File: config.mk
export PLATFORM = sky130hd
export DESIGN_NAME = image_result_readout
export DESIGN_NICKNAME = d
export VERILOG_FILES = /design/src/rtl/image_result_readout.sv
export SDC_FILE = /design/constraint.sdc
export NUM_CORES = 1
export LEC_CHECK = 0
export CELL_PAD_IN_SITES_DETAIL_PLACEMENT = 0
export CELL_PAD_IN_SITES_GLOBAL_PLACEMENT = 1
export CORE_MARGIN = 3
export CORE_UTILIZATION = 45
export DETAILED_ROUTE_END_ITERATION = 10
export GPL_TIMING_DRIVEN = 0
export PLACE_DENSITY_LB_ADDON = 0.2
export SLEW_MARGIN = 5
export SYNTH_ARGS = -nofsm -noshare
export SYNTH_HDL_FRONTEND = slang
export SYNTH_SLANG_ARGS = --single-unit
File: constraint.sdc
create_clock -name wb_clk_i -period 5.4 [get_ports wb_clk_i]
set_clock_uncertainty 0.05 [all_clocks]
set_input_delay 0.54 -clock wb_clk_i [delete_from_list [all_inputs] [get_ports wb_clk_i]]
set_output_delay 0.54 -clock wb_clk_i [all_outputs]
set_load 0.05 [all_outputs]
File: src/rtl/image_result_readout.sv
// Wishbone readout of buffered CNN result words: DATA pops the FIFO head, STATUS reports
// FIFO and frame state, CTRL bit0 clears everything. A frame is complete once its last word drains.
module image_result_readout #(
  parameter int DATA_WIDTH = 32,
  parameter int DEPTH      = 16,
  parameter int DEPTH_LOG2 = 4
) (
  input  logic                  wb_clk_i,
  input  logic                  wb_rst_i,
  input  logic                  wbs_cyc_i,
  input  logic                  wbs_stb_i,
  input  logic                  wbs_we_i,
  input  logic [1:0]            wbs_adr_i,
  input  logic [DATA_WIDTH-1:0] wbs_dat_i,
  output logic                  wbs_ack_o,
  output logic [DATA_WIDTH-1:0] wbs_dat_o,
  input  logic                  result_valid_i,
  input  logic [DATA_WIDTH-1:0] result_data_i,
  input  logic                  result_last_i,
  output logic                  result_ready_o,
  output logic                  readout_done_o
);

  localparam logic [DEPTH_LOG2:0]   FULL_COUNT = (DEPTH_LOG2 + 1)'(DEPTH);
  localparam logic [DEPTH_LOG2-1:0] PTR_ONE    = DEPTH_LOG2'(1);
  localparam logic [DEPTH_LOG2:0]   CNT_ONE    = (DEPTH_LOG2 + 1)'(1);

  logic [DATA_WIDTH-1:0] mem [DEPTH];
  logic [DEPTH_LOG2-1:0] wr_ptr_reg, rd_ptr_reg;
  logic [DEPTH_LOG2:0]   count_reg;
  logic                  done_reg, underflow_reg;
  logic                  ack_reg;
  logic [DATA_WIDTH-1:0] dat_reg;

  logic                  empty, full, req, rd_req, data_rd, pop, push, clr_req;
  logic [DATA_WIDTH-1:0] status_word, read_data;
  logic                  unused_dat;

  assign unused_dat = ^wbs_dat_i[DATA_WIDTH-1:1];

  assign empty   = (count_reg == '0);
  assign full    = (count_reg == FULL_COUNT);
  assign req     = wbs_cyc_i & wbs_stb_i & ~ack_reg;
  assign rd_req  = req & ~wbs_we_i;
  assign data_rd = rd_req & (wbs_adr_i == 2'd0);
  assign pop     = data_rd & ~empty;
  assign clr_req = req & wbs_we_i & (wbs_adr_i == 2'd3) & wbs_dat_i[0];

  assign result_ready_o = ~full & ~done_reg & ~clr_req;
  assign push           = result_valid_i & result_ready_o;
  assign readout_done_o = done_reg & empty;

  assign wbs_ack_o = ack_reg;
  assign wbs_dat_o = dat_reg;

  always_comb begin
    status_word                   = '0;
    status_word[0]                = empty;
    status_word[1]                = full;
    status_word[2]                = done_reg;
    status_word[3]                = underflow_reg;
    status_word[8 +: DEPTH_LOG2+1] = count_reg;
  end

  always_comb begin
    read_data = '0;
    if (rd_req) begin
      case (wbs_adr_i)
        2'd0:    read_data = empty ? '0 : mem[rd_ptr_reg];
        2'd1:    read_data = status_word;
        default: read_data = '0;
      endcase
    end
  end

  // Storage carries no reset so it can map onto RAM; only the pointers define validity.
  always_ff @(posedge wb_clk_i) begin
    if (push)
      mem[wr_ptr_reg] <= result_data_i;
  end

  always_ff @(posedge wb_clk_i or negedge wb_rst_i) begin
    if (!wb_rst_i) begin
      wr_ptr_reg    <= '0;
      rd_ptr_reg    <= '0;
      count_reg     <= '0;
      done_reg      <= 1'b0;
      underflow_reg <= 1'b0;
      ack_reg       <= 1'b0;
      dat_reg       <= '0;
    end else begin
      ack_reg <= req;
      dat_reg <= read_data;
      if (clr_req) begin
        wr_ptr_reg    <= '0;
        rd_ptr_reg    <= '0;
        count_reg     <= '0;
        done_reg      <= 1'b0;
        underflow_reg <= 1'b0;
      end else begin
        if (push) begin
          wr_ptr_reg <= wr_ptr_reg + PTR_ONE;
          if (result_last_i)
            done_reg <= 1'b1;
        end
        if (pop)
          rd_ptr_reg <= rd_ptr_reg + PTR_ONE;
        if (data_rd & empty)
          underflow_reg <= 1'b1;
        case ({push, pop})
          2'b10:   count_reg <= count_reg + CNT_ONE;
          2'b01:   count_reg <= count_reg - CNT_ONE;
          default: count_reg <= count_reg;
        endcase
      end
    end
  end

endmodule

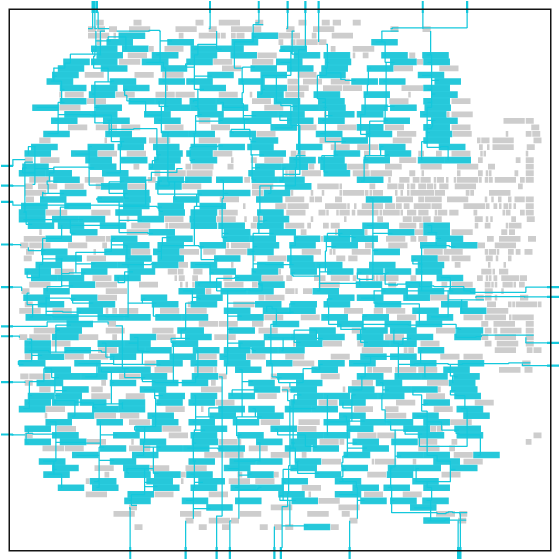
port_trees.png
[cyan] `result_data_i` | bits: 32 | direction: input | end cells: 512 | buffers: 32 | wire: 5230 um

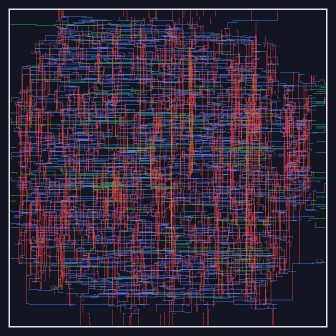
layers.png
[red] M2 | wire length: 22.1 mm
[orange] M4 | wire length: 993 um
[green] M3 | wire length: 2900 um
[blue] M1 | wire length: 20.9 mm

==> datasheet_impl.txt <==
Table: implementation figures

Parameter                              Value

Run status
  Outcome    completed

Critical path
  Arrival @ worst endpoint    3.47 ns
  Critical Path Fanout Max    8
  Family with the most delay on the worst path    simple AND/OR/NAND/NOR gates
  Endpoint of the most critical setup path    mem[5][13]
  R2r endpoint    mem[5][13]
  Worst stage delay on the critical path    0.78 ns
  Setup crit start kind    flop
  Launch point of the worst path    wbs_ack_o
  Worst reg2reg startpoint    wbs_ack_o
  Chain of cells forming the critical path    nand3b_1 > or2_2 > and3_1 > clkbuf_1 > nand2_1 > nor3_2 > buf_6 > buf_4
  Count of buffering cells on the critical path with inverters included    3

Logic synthesis
  Number of library cell types mapped by synthesis    44
  Biggest area consumer among synthesized cells    sky130_fd_sc_hd__edfxtp_1
  Share of the synthesized area in the top cell type    71.78%
  Biggest combinational cell group after synthesis    multiplexers
  Ys flop type    sky130_fd_sc_hd__edfxtp_1
  Total cell area reported by yosys after synthesis    0.02142 mm2
  Top cells, area    sky130_fd_sc_hd__edfxtp_1, sky130_fd_sc_hd__mux4_2, sky130_fd_sc_hd__dfrtp_1, sky130_fd_sc_hd__and2_1, sky130_fd_sc_hd__nor2_1
  Synth Seq Share    77.39%
  Area fraction in and, or, nand and nor cells    2.500%
  Commonest cells post-synth    sky130_fd_sc_hd__edfxtp_1, sky130_fd_sc_hd__mux4_2, sky130_fd_sc_hd__dfrtp_1, sky130_fd_sc_hd__and2_1, sky130_fd_sc_hd__nor2_1
  Average instance area after synthesis    23.18 um2
  # Cells Yosys    924

Placement
  Placed Instances    1655
  GP Congestion    0.7268
  Count of buffers from port buffering    75
  Pre-CTS setup slack    1.558 ns

Layout
  Utilization after layout    54.22%
  Max FFs per register    512
  Fraction of area in registers    65.39%
  # diodes    1
  Repair and plain buffers    175
  Combinational gate area    0.004616 mm2
  Layout Nets    1188
  Largest cell class by area    flip-flops and latches
  Fraction of layout cells with a size suffix above 1    28.72%

Die
  CORE AREA    0.04675 mm2
  I/O pin total    108
  Tapcell Cnt    607
  Die width    224.2 um

Pwr
  Top power group    sequential cells
  Standby leakage power    8.152 nW
  IR drop worst, VDD    0.2769 mV
  Power consumed by combinational cells    2.46 mW
  Internal power contribution    8.309 mW
  Clock network power share    33.7%
  Power density cells    441.7 mW/mm2
  Power dissipated in sequential cells    4.96 mW

Route
  Detail-routed net length per standard cell    26.62 um
  WL met3    2899 um
  Total number of vias    10090
  Via/cell ratio    5.719
  Residual DRC    0
  Detailed router's first-iteration violation count    753
  Met1 routed wirelength after detailed routing    20920 um
  Routed met2 length    22150 um
  Top layer in use    met4

Min path
  Type of the worst min-delay path    input pin to flop
  Hold-critical path endpoint    wbs_dat_o[0]

Timing
  Highest attainable clock frequency    311.0 MHz
  Final setup slack of the worst path    2.185 ns
  Pins Over Slew Limit    0
  RSZ-0062 raised after global routing    false
  Final setup violation count    0
  Hold Worst Slack    0.2564 ns

Global routing
  Number of global-route vias before repair    10500
  Global route total overflow    0
  Initial antenna violation count    2
  GR Util met2    30.01%

Clocking
  Post-cts sizing count    0
  Sinks on the clock net    560
  CTS buffer count    57
  Root buf cell    sky130_fd_sc_hd__clkbuf_16

Flow run
  Reported max-cap violation count    0
Power is estimated from default activity; no workload was simulated.
